Fig. 1: run 1, local utilization
Scale: 2 px per um. The die is cut into 14 by 11 equal tiles; black is low, pale yellow is high, 0 to 100% covered.
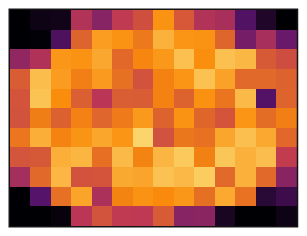
Fig. 2: run 1, placed cells, one colour a class
Scale: 2 px per um. Fill, decap, tap and diode cells in grey.
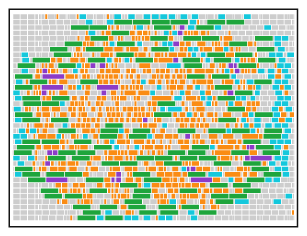
Fig. 3: run 1, close-up of the layout
Region (59, 42) to (84, 67) um. Cells in grey, sequential cells in the stronger grey; small squares are vias.
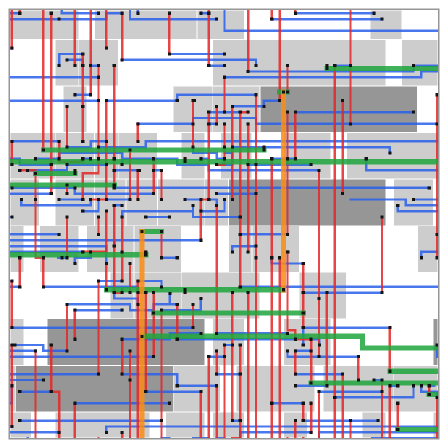
Fig. 4: run 1, clock routing
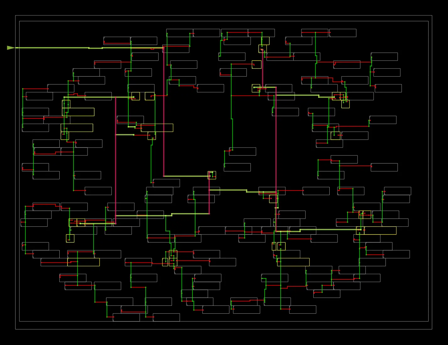
`config.mk`:
```
export PLATFORM = sky130hd
export DESIGN_NAME = machine_timer
export DESIGN_NICKNAME = d
export VERILOG_FILES = /design/src/rtl/machine_timer.sv
export SDC_FILE = /design/constraint.sdc
export NUM_CORES = 1
export LEC_CHECK = 0
export CORE_ASPECT_RATIO = 0.75
export CORE_UTILIZATION = 50
export CTS_BUF_LIST = sky130_fd_sc_hd__clkbuf_4
export CTS_CLUSTER_SIZE = 24
export DETAILED_ROUTE_END_ITERATION = 8
export HOLD_SLACK_MARGIN = 0.08
export PLACE_DENSITY = 0.76
export SYNTH_ARGS = -nofsm -noshare
export SYNTH_HDL_FRONTEND = slang
export SYNTH_SLANG_ARGS = --single-unit
```
`constraint.sdc`:
```
create_clock -name clk_i -period 2.8 [get_ports clk_i]
set_clock_uncertainty 0.15 [all_clocks]
set_input_delay 0.28 -clock clk_i [delete_from_list [all_inputs] [get_ports clk_i]]
set_output_delay 0.28 -clock clk_i [all_outputs]
set_load 0.005 [all_outputs]
```
`src/rtl/machine_timer.sv`:
```
// Machine timer peripheral: prescaled up-counter with a compare register.
// A match latches PEND, and PEND & IE drives the timer bit of the interrupt-flag
// bus sampled by the core-local interrupt controller. Registers are reached over
// a single-cycle request/ack peripheral bus.
module machine_timer #(
    parameter int          INT_W     = 8,
    parameter int          TIMER_BIT = 0,
    parameter logic [31:0] BASE_ADDR = 32'h1000_0000
) (
    input  logic             clk_i,
    input  logic             rst_n_i,
    input  logic             req_i,
    input  logic             we_i,
    input  logic [31:0]      addr_i,
    input  logic [31:0]      wdata_i,
    output logic [31:0]      rdata_o,
    output logic             ack_o,
    output logic [INT_W-1:0] int_flag_o
);

    // Word offsets inside the 16-byte register window
    localparam logic [1:0] OFF_CTRL  = 2'd0;
    localparam logic [1:0] OFF_COUNT = 2'd1;
    localparam logic [1:0] OFF_VALUE = 2'd2;
    localparam logic [1:0] OFF_PRESC = 2'd3;

    // CTRL bit positions
    localparam int CTRL_EN      = 0;
    localparam int CTRL_IE      = 1;
    localparam int CTRL_PEND    = 2;
    localparam int CTRL_ONESHOT = 3;

    // Assemble the CTRL read view from the individual flag registers
    function automatic logic [31:0] pack_ctrl(
        input logic en,
        input logic ie,
        input logic pend,
        input logic oneshot
    );
        return {28'd0, oneshot, pend, ie, en};
    endfunction

    // Architectural state
    logic             r_en;
    logic             r_ie;
    logic             r_pend;
    logic             r_oneshot;
    logic [31:0]      r_count;
    logic [31:0]      r_value;
    logic [15:0]      r_prescale;
    logic [15:0]      r_presc_cnt;

    // Registered bus and interrupt outputs
    logic             r_ack;
    logic [31:0]      r_rdata;
    logic [INT_W-1:0] r_int_flag;

    // Bus decode
    logic             w_sel;
    logic [1:0]       w_off;
    logic             w_rd;
    logic             w_wr_ctrl;
    logic             w_wr_count;
    logic             w_wr_value;
    logic             w_wr_presc;
    logic [31:0]      w_rd_data;

    // Timer datapath
    logic             w_tick;
    logic             w_match;
    logic             w_en_nxt;
    logic             w_ie_nxt;
    logic             w_pend_nxt;
    logic             w_oneshot_nxt;
    logic [31:0]      w_count_nxt;
    logic [31:0]      w_value_nxt;
    logic [15:0]      w_prescale_nxt;
    logic [15:0]      w_presc_cnt_nxt;
    logic [31:0]      w_rdata_nxt;
    logic [INT_W-1:0] w_int_flag_nxt;

    // Address decode: window match on bits 31:4, word select on 3:2.
    // The byte-lane bits 1:0 are masked out so they can never affect decode.
    always_comb begin
        w_sel      = req_i
                     && (addr_i[31:4] == BASE_ADDR[31:4])
                     && ((addr_i[1:0] & 2'b00) == 2'b00);
        w_off      = addr_i[3:2];
        w_rd       = w_sel && !we_i;
        w_wr_ctrl  = w_sel && we_i && (w_off == OFF_CTRL);
        w_wr_count = w_sel && we_i && (w_off == OFF_COUNT);
        w_wr_value = w_sel && we_i && (w_off == OFF_VALUE);
        w_wr_presc = w_sel && we_i && (w_off == OFF_PRESC);
    end

    // Read mux over the register state as it stands in the request cycle
    always_comb begin
        w_rd_data = 32'd0;
        case (w_off)
            OFF_CTRL:  w_rd_data = pack_ctrl(r_en, r_ie, r_pend, r_oneshot);
            OFF_COUNT: w_rd_data = r_count;
            OFF_VALUE: w_rd_data = r_value;
            OFF_PRESC: w_rd_data = {16'd0, r_prescale};
            default:   w_rd_data = 32'd0;
        endcase
    end

    // Prescaler tick and compare match
    always_comb begin
        w_tick  = r_en && (r_presc_cnt == r_prescale);
        w_match = w_tick && (r_count >= r_value);
    end

    // Prescaler counter: restarts on a PRESCALE write, parked at 0 while disabled
    always_comb begin
        w_presc_cnt_nxt = r_presc_cnt;
        if (w_wr_presc) begin
            w_presc_cnt_nxt = 16'd0;
        end else if (!r_en) begin
            w_presc_cnt_nxt = 16'd0;
        end else if (w_tick) begin
            w_presc_cnt_nxt = 16'd0;
        end else begin
            w_presc_cnt_nxt = r_presc_cnt + 16'd1;
        end
    end

    // Main counter: a software write overrides whatever the tick would do
    always_comb begin
        w_count_nxt = r_count;
        if (w_wr_count) begin
            w_count_nxt = wdata_i;
        end else if (w_match) begin
            w_count_nxt = 32'd0;
        end else if (w_tick) begin
            w_count_nxt = r_count + 32'd1;
        end else begin
            w_count_nxt = r_count;
        end
    end

    // Compare and prescale value registers
    always_comb begin
        w_value_nxt    = r_value;
        w_prescale_nxt = r_prescale;
        if (w_wr_value) begin
            w_value_nxt = wdata_i;
        end else begin
            w_value_nxt = r_value;
        end
        if (w_wr_presc) begin
            w_prescale_nxt = wdata_i[15:0];
        end else begin
            w_prescale_nxt = r_prescale;
        end
    end

    // CTRL flags: hardware events (match set of PEND, one-shot clear of EN) beat software
    always_comb begin
        w_en_nxt      = r_en;
        w_ie_nxt      = r_ie;
        w_oneshot_nxt = r_oneshot;
        w_pend_nxt    = r_pend;

        if (w_match && r_oneshot) begin
            w_en_nxt = 1'b0;
        end else if (w_wr_ctrl) begin
            w_en_nxt = wdata_i[CTRL_EN];
        end else begin
            w_en_nxt = r_en;
        end

        if (w_wr_ctrl) begin
            w_ie_nxt      = wdata_i[CTRL_IE];
            w_oneshot_nxt = wdata_i[CTRL_ONESHOT];
        end else begin
            w_ie_nxt      = r_ie;
            w_oneshot_nxt = r_oneshot;
        end

        if (w_match) begin
            w_pend_nxt = 1'b1;
        end else if (w_wr_ctrl && wdata_i[CTRL_PEND]) begin
            w_pend_nxt = 1'b0;
        end else begin
            w_pend_nxt = r_pend;
        end
    end

    // Output next-state: read data only on read acks, level interrupt from PEND & IE
    always_comb begin
        w_int_flag_nxt            = {INT_W{1'b0}};
        w_int_flag_nxt[TIMER_BIT] = r_pend & r_ie;
        if (w_rd) begin
            w_rdata_nxt = w_rd_data;
        end else begin
            w_rdata_nxt = 32'd0;
        end
    end

    // Timer state registers
    always_ff @(posedge clk_i or negedge rst_n_i) begin
        if (!rst_n_i) begin
            r_en        <= 1'b0;
            r_ie        <= 1'b0;
            r_pend      <= 1'b0;
            r_oneshot   <= 1'b0;
            r_count     <= 32'd0;
            r_value     <= 32'd0;
            r_prescale  <= 16'd0;
            r_presc_cnt <= 16'd0;
        end else begin
            r_en        <= w_en_nxt;
            r_ie        <= w_ie_nxt;
            r_pend      <= w_pend_nxt;
            r_oneshot   <= w_oneshot_nxt;
            r_count     <= w_count_nxt;
            r_value     <= w_value_nxt;
            r_prescale  <= w_prescale_nxt;
            r_presc_cnt <= w_presc_cnt_nxt;
        end
    end

    // Bus response and interrupt output registers
    always_ff @(posedge clk_i or negedge rst_n_i) begin
        if (!rst_n_i) begin
            r_ack      <= 1'b0;
            r_rdata    <= 32'd0;
            r_int_flag <= {INT_W{1'b0}};
        end else begin
            r_ack      <= w_sel;
            r_rdata    <= w_rdata_nxt;
            r_int_flag <= w_int_flag_nxt;
        end
    end

    assign ack_o      = r_ack;
    assign rdata_o    = r_rdata;
    assign int_flag_o = r_int_flag;

endmodule
```
==> results.txt, run 1 <==
Flow results follow.

In this run, post-CTS repair resized a total of 7 instances. VDD sags by at most 0.370 mV. The power report attributes to the clock group a share of 0.431.

The switching share of power is 0.223. During placement, the flow inserted port buffers numbering 99. The share of total power dissipated in combinational logic is 0.057. The post-detailed-route via-to-cell ratio is 5.81. The count of filler cells inserted in the layout is 1157. TritonCTS built the clock tree. The total die size is 0.0155 sq mm. The tool warning count for the run is 29.

Of all cell types, the one taking the most synthesized area is sky130_fd_sc_hd__dfrtp_1. The vertical die dimension is 108 um. The number of top-level pins is 109. The worst path buffer plus inverter count is 3. Counting I/O delays and the setup requirement, the final critical path takes 2680 ps. The worst reg2reg path endpoint is r_count[30]$_DFFE_PN0P_. Data on the critical path is required at its endpoint by 3090 ps. The horizontal die dimension is 143 um.

The tree is rooted in a sky130_fd_sc_hd__clkbuf_4. The leakage power total is 0.00444 uW. The number of distinct standard cells referenced by the synthesized netlist is 51. From synthesis to final layout, the design area changed by 27.2%. The total via count after detailed routing is 6620. The critical path depth in cells is 10.

Max-cap violations in this run came to 0. The achievable frequency is 0.373 GHz. Counting the warning lines in the Yosys log gives 0. The switching power total is 841 uW. The buffer levels on the longest clock path is 2.

The count of library flops with an enable pin is 0. The global placement routability congestion is 0.838. The category of the critical setup timing path is flop to flop. For this design, Yosys synthesis ends with a cell count of 790. The total track usage is 0.266. The run finished with clean final reports. The first-pass GRT wire length is 31.7 mm. The aggregate global routing overflow is 0.

Looking at the post-CTS report, the setup buffer insertion count equals 1. The gate count after technology mapping is 790. The internal power summed over all cells is 2940 uW. The number of sinks handled by clock tree synthesis is 134. The synthesized area is 0.00750 sq mm. The count of hold buffers inserted by post-cts repair is 1. The mean instance size in the synthesized netlist is 9.49 sq um. On the worst path, the slowest cell contributes a delay of 570 ps. The number of slew-limit violations in the final report is 0.
## Picture notes: Fig. 1
tiles over 75% full: 35%
nearly empty tiles: 5.8%
fullest tile: 91%
mean over tiles: 60%
core area: 0.0145 sq mm
core utilization of the finished layout: 0.656

## Picture notes: Fig. 2
legend:
  registers:
    colour: green
    cells: 134
    share_of_their_area: 36%
  clock drivers and dummy loads:
    colour: purple
    cells: 32
    share_of_their_area: 3.9%
  remaining buffers and delay cells:
    colour: cyan
    cells: 162
    share_of_their_area: 16%
  remaining logic cells:
    colour: orange
    cells: 612
    share_of_their_area: 44%

## Picture notes: Fig. 3
legend:
  M1:
    colour: blue
  M3:
    colour: green
  M4:
    colour: orange
  M2:
    colour: red
most frequent: nand2_1 (6), nand4_1 (5)
sequential cells in the window: 4
cells with their middle in the window: 52
netlist names of flops here include: r_count (4)

## Picture notes: Fig. 4
Insertion Delay late pin: 560 ps
count of clock-net buffers in the final layout: 18

run 1: final cells by class:
cell class | instances | area, sq um | area share
multi-input cells | 577 | 3920 | 0.411
well taps | 200 | 250 | 0.0262
clock buffers | 18 | 135 | 0.0142
clock inverters | 14 | 231 | 0.0243
flip-flops and latches | 134 | 3350 | 0.352
repair buffers | 162 | 1520 | 0.159
inverters | 35 | 131 | 0.0138
run 1: through the flow:
step	hold slack [ps]	TNS, ps	instance area (sq um)	instances
after floorplan	-166	0	7520	796
after global placement	119	-972	9050	1105
after detailed placement	121	-4090	9050	1105
after CTS	85.9	0	9470	1139
after global routing	105	-44.6	9540	1140
final	84.2	0	9540	1140
run 1: cells by family (layout without fill, tap and decap cells):
family / Yosys count / after routing / share of synthesized area
flip-flops: 134 / 134 / 0.447
AND/OR/NAND/NOR: 315 / 315 / 0.211
buffers and inverters: 85 / 229 / 0.0474
AND-OR/OR-AND: 154 / 154 / 0.141
multiplexers: 36 / 36 / 0.0599
XOR/XNOR: 31 / 31 / 0.0362
other: 1 / 7 / 0.000500
adder cells (fa/ha/maj): 34 / 34 / 0.0567
run 1: per-layer routing:
metal,vias up,global-route usage,routed length [um]
met2,263,0.385,8490
met5,-,0,0
met1,3196,0.392,9400
li1,3136,-,-
met3,25,0.0642,1450
met4,0,0.0798,248
run 1: worst reg2reg max path: stages, from the launching register on:
cell and delay, ps:
sky130_fd_sc_hd__dfrtp_1 370, sky130_fd_sc_hd__inv_1 70, sky130_fd_sc_hd__ha_1 300, sky130_fd_sc_hd__nand4_1 130, sky130_fd_sc_hd__or4_4 570, sky130_fd_sc_hd__buf_4 170
sky130_fd_sc_hd__nor3_4 210, sky130_fd_sc_hd__nor3_4 100, sky130_fd_sc_hd__buf_4 170, sky130_fd_sc_hd__a221oi_2 230, sky130_fd_sc_hd__a21oi_1 100
## Run 2: what changed since run 1
Settings changed: SKIP_LAST_GASP set to 1.
==> run 2 against run 1 <==
Against the previous run:
- power barely moved
- highest routed layer unchanged
- largest cell class unchanged
- synthesized cell count did not move
- first-iteration DRC count fell by 3.8%
- die size did not move
- sequential share of layout area fell by 0.12 points
==> results.txt, run 2 <==
Flow results follow.

The flow ran to the end, and the final reports show no timing, DRC or antenna violations. The total via count after detailed routing is 6646 (+0.39%). The post-detailed-route via-to-cell ratio is 5.81 (+0.13%). The first-pass GRT wire length is 31.7 mm (unchanged). By startpoint and endpoint, the worst setup path is classified as flop to flop. Of all cell types, the one taking the most synthesized area is sky130_fd_sc_hd__dfrtp_1. The peak supply drop is 0.371 mV (+0.11%). The multiplexer share of the synthesized area is 0.0599 (unchanged). The combined area of the multi-input logic cells is 0.00392 sq mm (+0.16%). The floorplan core area is 0.0145 sq mm (unchanged). The clock insertion delay at the later pin of the skew report is 560 ps (about the same). Signal nets in the final route climb as high as met4.

The leakage power total is 0.00445 uW (+0.31%). The sum of negative setup slack is 0 ps (unchanged). The number of logged tool warnings came to 30 (+3.4%). Global routing put the most usage on met1. The count of filler cells inserted in the layout is 1148 (-0.78%). The global-route met2 utilization is 0.385 (unchanged). The combined flip-flop and latch cell area is 0.00335 sq mm (unchanged). The met3 routed wirelength came to 1.53 mm (+5.3%). The TritonCTS clock tree is done.

The cell at the root of the clock tree is sky130_fd_sc_hd__clkbuf_4. The synthesized area is 0.00750 sq mm (unchanged). The count of max-cap constraint violations is 0 (unchanged). The met1 track utilization from global routing is 0.392 (about the same). The wire length on met1 is 9.38 mm (-0.22%). The share of synthesized cell area in and, or, nand and nor gates came to 0.211 (unchanged).

The gate count after technology mapping came to 790 (unchanged). The buffer levels on the longest clock path is 2 (unchanged). The post-synthesis share of cell area spent on xor and xnor gates is 0.0362 (unchanged). The number of standard cells reported by yosys is 790 (unchanged). The number of slew-limit violations in the final report is 0 (unchanged). The maximum single-stage delay on the critical path is 570 ps (about the same).
## run 2: path summary, 6_finish.rpt
path	slack, ps	endpoint	startpoint	depth (start not counted)
max reg2reg	90	r_count[29]$_DFFE_PN0P_	r_value[27]$_DFFE_PN0P_	10
max in group asynchronous	1620	r_value[19]$_DFFE_PN0P_	rst_n_i	3
max	90	r_count[29]$_DFFE_PN0P_	r_value[27]$_DFFE_PN0P_	10
min in group clk_i	140	r_value[23]$_DFFE_PN0P_	wdata_i[23]	3
min reg2reg	360	r_en$_DFFE_PN0P_	r_oneshot$_DFFE_PN0P_	1
min	90	int_flag_o[0]$_DFF_PN0_	rst_n_i	2
## run 2: what timing repair did
item                                   4_1_cts  5_1_grt
gates cloned                                 0        1
resized                                      6       14
hold buffers                                 1        0
setup endpoints to repair                   34       37
endpoints found under the hold margin      134        0
setup buffers                                1        3
pin swaps                                    1        9
## run 2: final cells by class
cell class / instances / area share
timing repair buffer: 165 / 0.162
tap: 200 / 0.0261
sequential: 134 / 0.350
inverter: 35 / 0.0137
clock buffer: 18 / 0.0141
multi-input combinational: 577 / 0.410
clock inverter: 14 / 0.0242
## run 2: where the power goes
group	internal (uW)	switching (uW)	total, uW
clock network	892	740	1630
registers	1930	0.0471	1930
logic	111	104	215
total	2940	843	3780
## run 2: per-stage QoR
step,worst slack (ps),area [sq um],instances
4_1_cts,-20.3,9470,1139
6_report,89.0,9570,1143
2_1_floorplan,213,7520,796
5_1_grt,-44.7,9570,1143
3_5_place_dp,-264,9050,1105
3_3_place_gp,-130,9050,1105
## run 2: logic make-up (layout without fill, tap and decap cells)
logic type,count (synthesis),count (layout)
AND-OR/OR-AND,154,154
XOR/XNOR,31,31
adder cells (fa/ha/maj),34,34
buffers and inverters,85,232
flip-flops,134,134
multiplexers,36,36
other,1,7
AND/OR/NAND/NOR,315,315
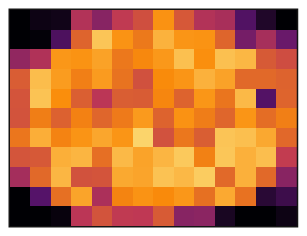
Fig. 5. Local utilization (run 2).
Scale: 2 px per um. The die is cut into 14 by 11 equal tiles; black is low, pale yellow is high, 0 to 100% covered.
tiles over 75% full: 36%
fullest tile: 91%
nearly empty tiles: 5.8%

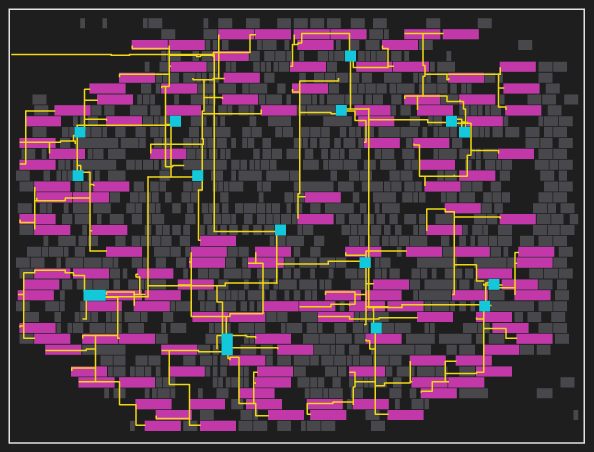
Fig. 6. Clock wires, drivers and flops (run 2).
Scale: 4 px per um.
legend:
  clock wires:
    colour: yellow
    length: 1670 um
  flip-flops:
    colour: magenta
    count: 134
  clock-net drivers:
    colour: cyan
    count: 17
routed clock nets: 18

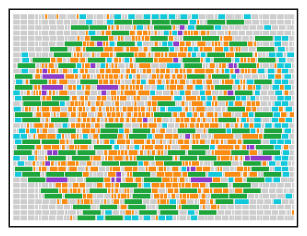
Fig. 7. Placed cells, one colour a class (run 2).
Scale: 2 px per um. Fill, decap, tap and diode cells in grey.
legend:
  clock drivers and dummy loads:
    colour: purple
    cells: 32
    share_of_their_area: 3.9%
  registers:
    colour: green
    cells: 134
    share_of_their_area: 36%
  remaining logic cells:
    colour: orange
    cells: 612
    share_of_their_area: 43%
  remaining buffers and delay cells:
    colour: cyan
    cells: 165
    share_of_their_area: 17%
core utilization of the finished layout: 0.658
final std cell area, no fill: 0.00957 sq mm

## Run 3: what changed since run 2
Settings changed: GPL_ROUTABILITY_DRIVEN set to 0.
==> run 3 against run 2 <==
Against the previous run:
- sequential power is essentially flat
- flip-flop count did not move
- cell count stayed put
- register-to-register slack is essentially flat
- first-iteration DRC count unchanged
==> results.txt, run 3 <==
Flow results follow.

The combinational gate power is 215 uW (about the same). The number of logged tool warnings is 30 (unchanged). The biggest area contributor in the post-synthesis netlist is sky130_fd_sc_hd__dfrtp_1.

The run finished with clean final reports. The worst-case setup margin in the final layout is 89.0 ps (unchanged). The leakage power total is 0.00445 uW (unchanged). The proportion of power drawn by combinational gates was 0.057 (about the same). The number of slew-limit violations in the final report is 0 (unchanged). The TritonCTS clock tree is done. The sequential power share is 0.512 (about the same).

The estimated wirelength of the detail-placed design is 14.1 mm. The synthesized area came to 0.00750 sq mm (unchanged). The share of synthesized cell area in and, or, nand and nor gates is 0.211 (unchanged). The clock insertion delay at the later pin of the skew report was 560 ps (about the same). The post-synthesis share of cell area spent on xor and xnor gates came to 0.0362 (unchanged). The maximum single-stage delay on the critical path is 570 ps (about the same). The clock slew at the register clock pins of the worst setup and hold paths is 120 ps. The internal power summed over all cells is 2940 uW (unchanged). The count of max-cap constraint violations is 0 (unchanged). The commonest register cell is sky130_fd_sc_hd__dfrtp_1. The first-pass GRT wire length is 31.7 mm (unchanged). The switching share of power is 0.223 (unchanged). The clock network power is 1630 uW (about the same).

The buffer levels on the longest clock path is 2 (unchanged). The post-detailed-route via-to-cell ratio is 5.81 (unchanged). The worst slack at placement came to -264 ps (unchanged). The switching power total came to 843 uW (unchanged). The multiplexer share of the synthesized area came to 0.0599 (unchanged).

The part of the power in the clock network is 0.432 (about the same). The category of the critical setup timing path is flop to flop. The number of standard cells reported by yosys is 790 (unchanged). The leading power group is sequential cells.

The cell at the root of the clock tree is sky130_fd_sc_hd__clkbuf_4. The gate count after technology mapping came to 790 (unchanged).
[run 3: repair_timing]
| action | in CTS | in global routing |
|---|---|---|
| gates resized | 6 | 14 |
| setup endpoints to repair | 34 | 37 |
| hold buffers | 1 | 0 |
| cloned | 0 | 1 |
| buffers inserted | 1 | 3 |
| endpoints found under the hold margin | 134 | 0 |
| pin swaps | 1 | 9 |
[run 3: metal layers]
layer	up-vias	share of wire	global-route usage	routed length, um
li1	3148	-	-	-
met4	0	0.012	0.0798	244
met5	-	0	0	0
met3	26	0.077	0.0642	1530
met1	3214	0.48	0.392	9380
met2	258	0.43	0.385	8540
[run 3: layout make-up]
class,count,area (sq um)
Multi-Input combinational cell,577,3920
Fill cell,1148,4980
Tap cell,200,250
Inverter,35,131
Clock buffer,18,135
Clock inverter,14,231
Timing Repair Buffer,165,1550
Sequential cell,134,3350
[run 3: metrics by stage]
stage	hold slack, ps	std cells	instance area (sq um)	TNS [ps]	utilization
final	86.3	1143	9570	0	0.658
after global routing	105	1143	9570	-114	0.658
after CTS	85.9	1139	9470	-20.3	0.651
after detailed placement	121	1105	9050	-4090	0.622
after global placement	119	1105	9050	-972	0.622
after floorplan	-166	796	7520	0	-
[run 3: worst paths after layout]
check,start,endpoint,slack [ps],cells past startpoint
worst max-delay path,r_value[27]$_DFFE_PN0P_,r_count[29]$_DFFE_PN0P_,90,10
worst min-delay path,rst_n_i,int_flag_o[0]$_DFF_PN0_,90,2
worst max register to register,r_value[27]$_DFFE_PN0P_,r_count[29]$_DFFE_PN0P_,90,10
worst min register to register,r_oneshot$_DFFE_PN0P_,r_en$_DFFE_PN0P_,360,1
max in group asynchronous,rst_n_i,r_value[19]$_DFFE_PN0P_,1620,3
min in group clk_i,wdata_i[23],r_value[23]$_DFFE_PN0P_,140,3
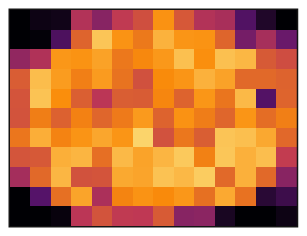
Fig. 8. Local utilization (run 3).
Scale: 2 px per um. The die is cut into 14 by 11 equal tiles; black is low, pale yellow is high, 0 to 100% covered.
mean over tiles: 60%
nearly empty tiles: 5.8%
fullest tile: 91%
starting density of the core: 0.515

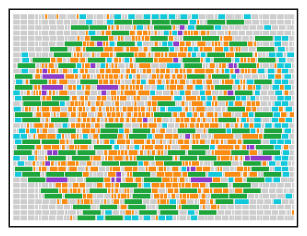
Fig. 9. Placed cells, one colour a class (run 3).
Scale: 2 px per um. Fill, decap, tap and diode cells in grey.
legend:
  registers:
    colour: green
    cells: 134
    share_of_their_area: 36%
  clock drivers and dummy loads:
    colour: purple
    cells: 32
    share_of_their_area: 3.9%
  remaining buffers and delay cells:
    colour: cyan
    cells: 165
    share_of_their_area: 17%
  remaining logic cells:
    colour: orange
    cells: 612
    share_of_their_area: 43%
share of cell area taken by flip-flops and latches: 0.350
Std-Cell Rows: 38

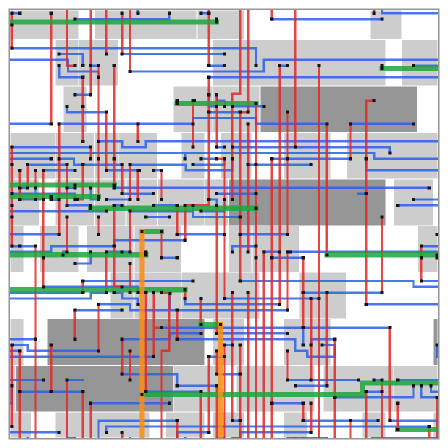
Fig. 10. Close-up of the layout (run 3).
Region (59, 42) to (84, 67) um. Cells in grey, sequential cells in the stronger grey; small squares are vias.
legend:
  M2:
    colour: red
  M1:
    colour: blue
  M3:
    colour: green
  M4:
    colour: orange
sequential cells in the window: 4
cells with their middle in the window: 52
most frequent: nand2_1 (6), nand4_1 (5)
netlist names of flops here include: r_count (4)

Power is estimated from default activity; no workload was simulated.
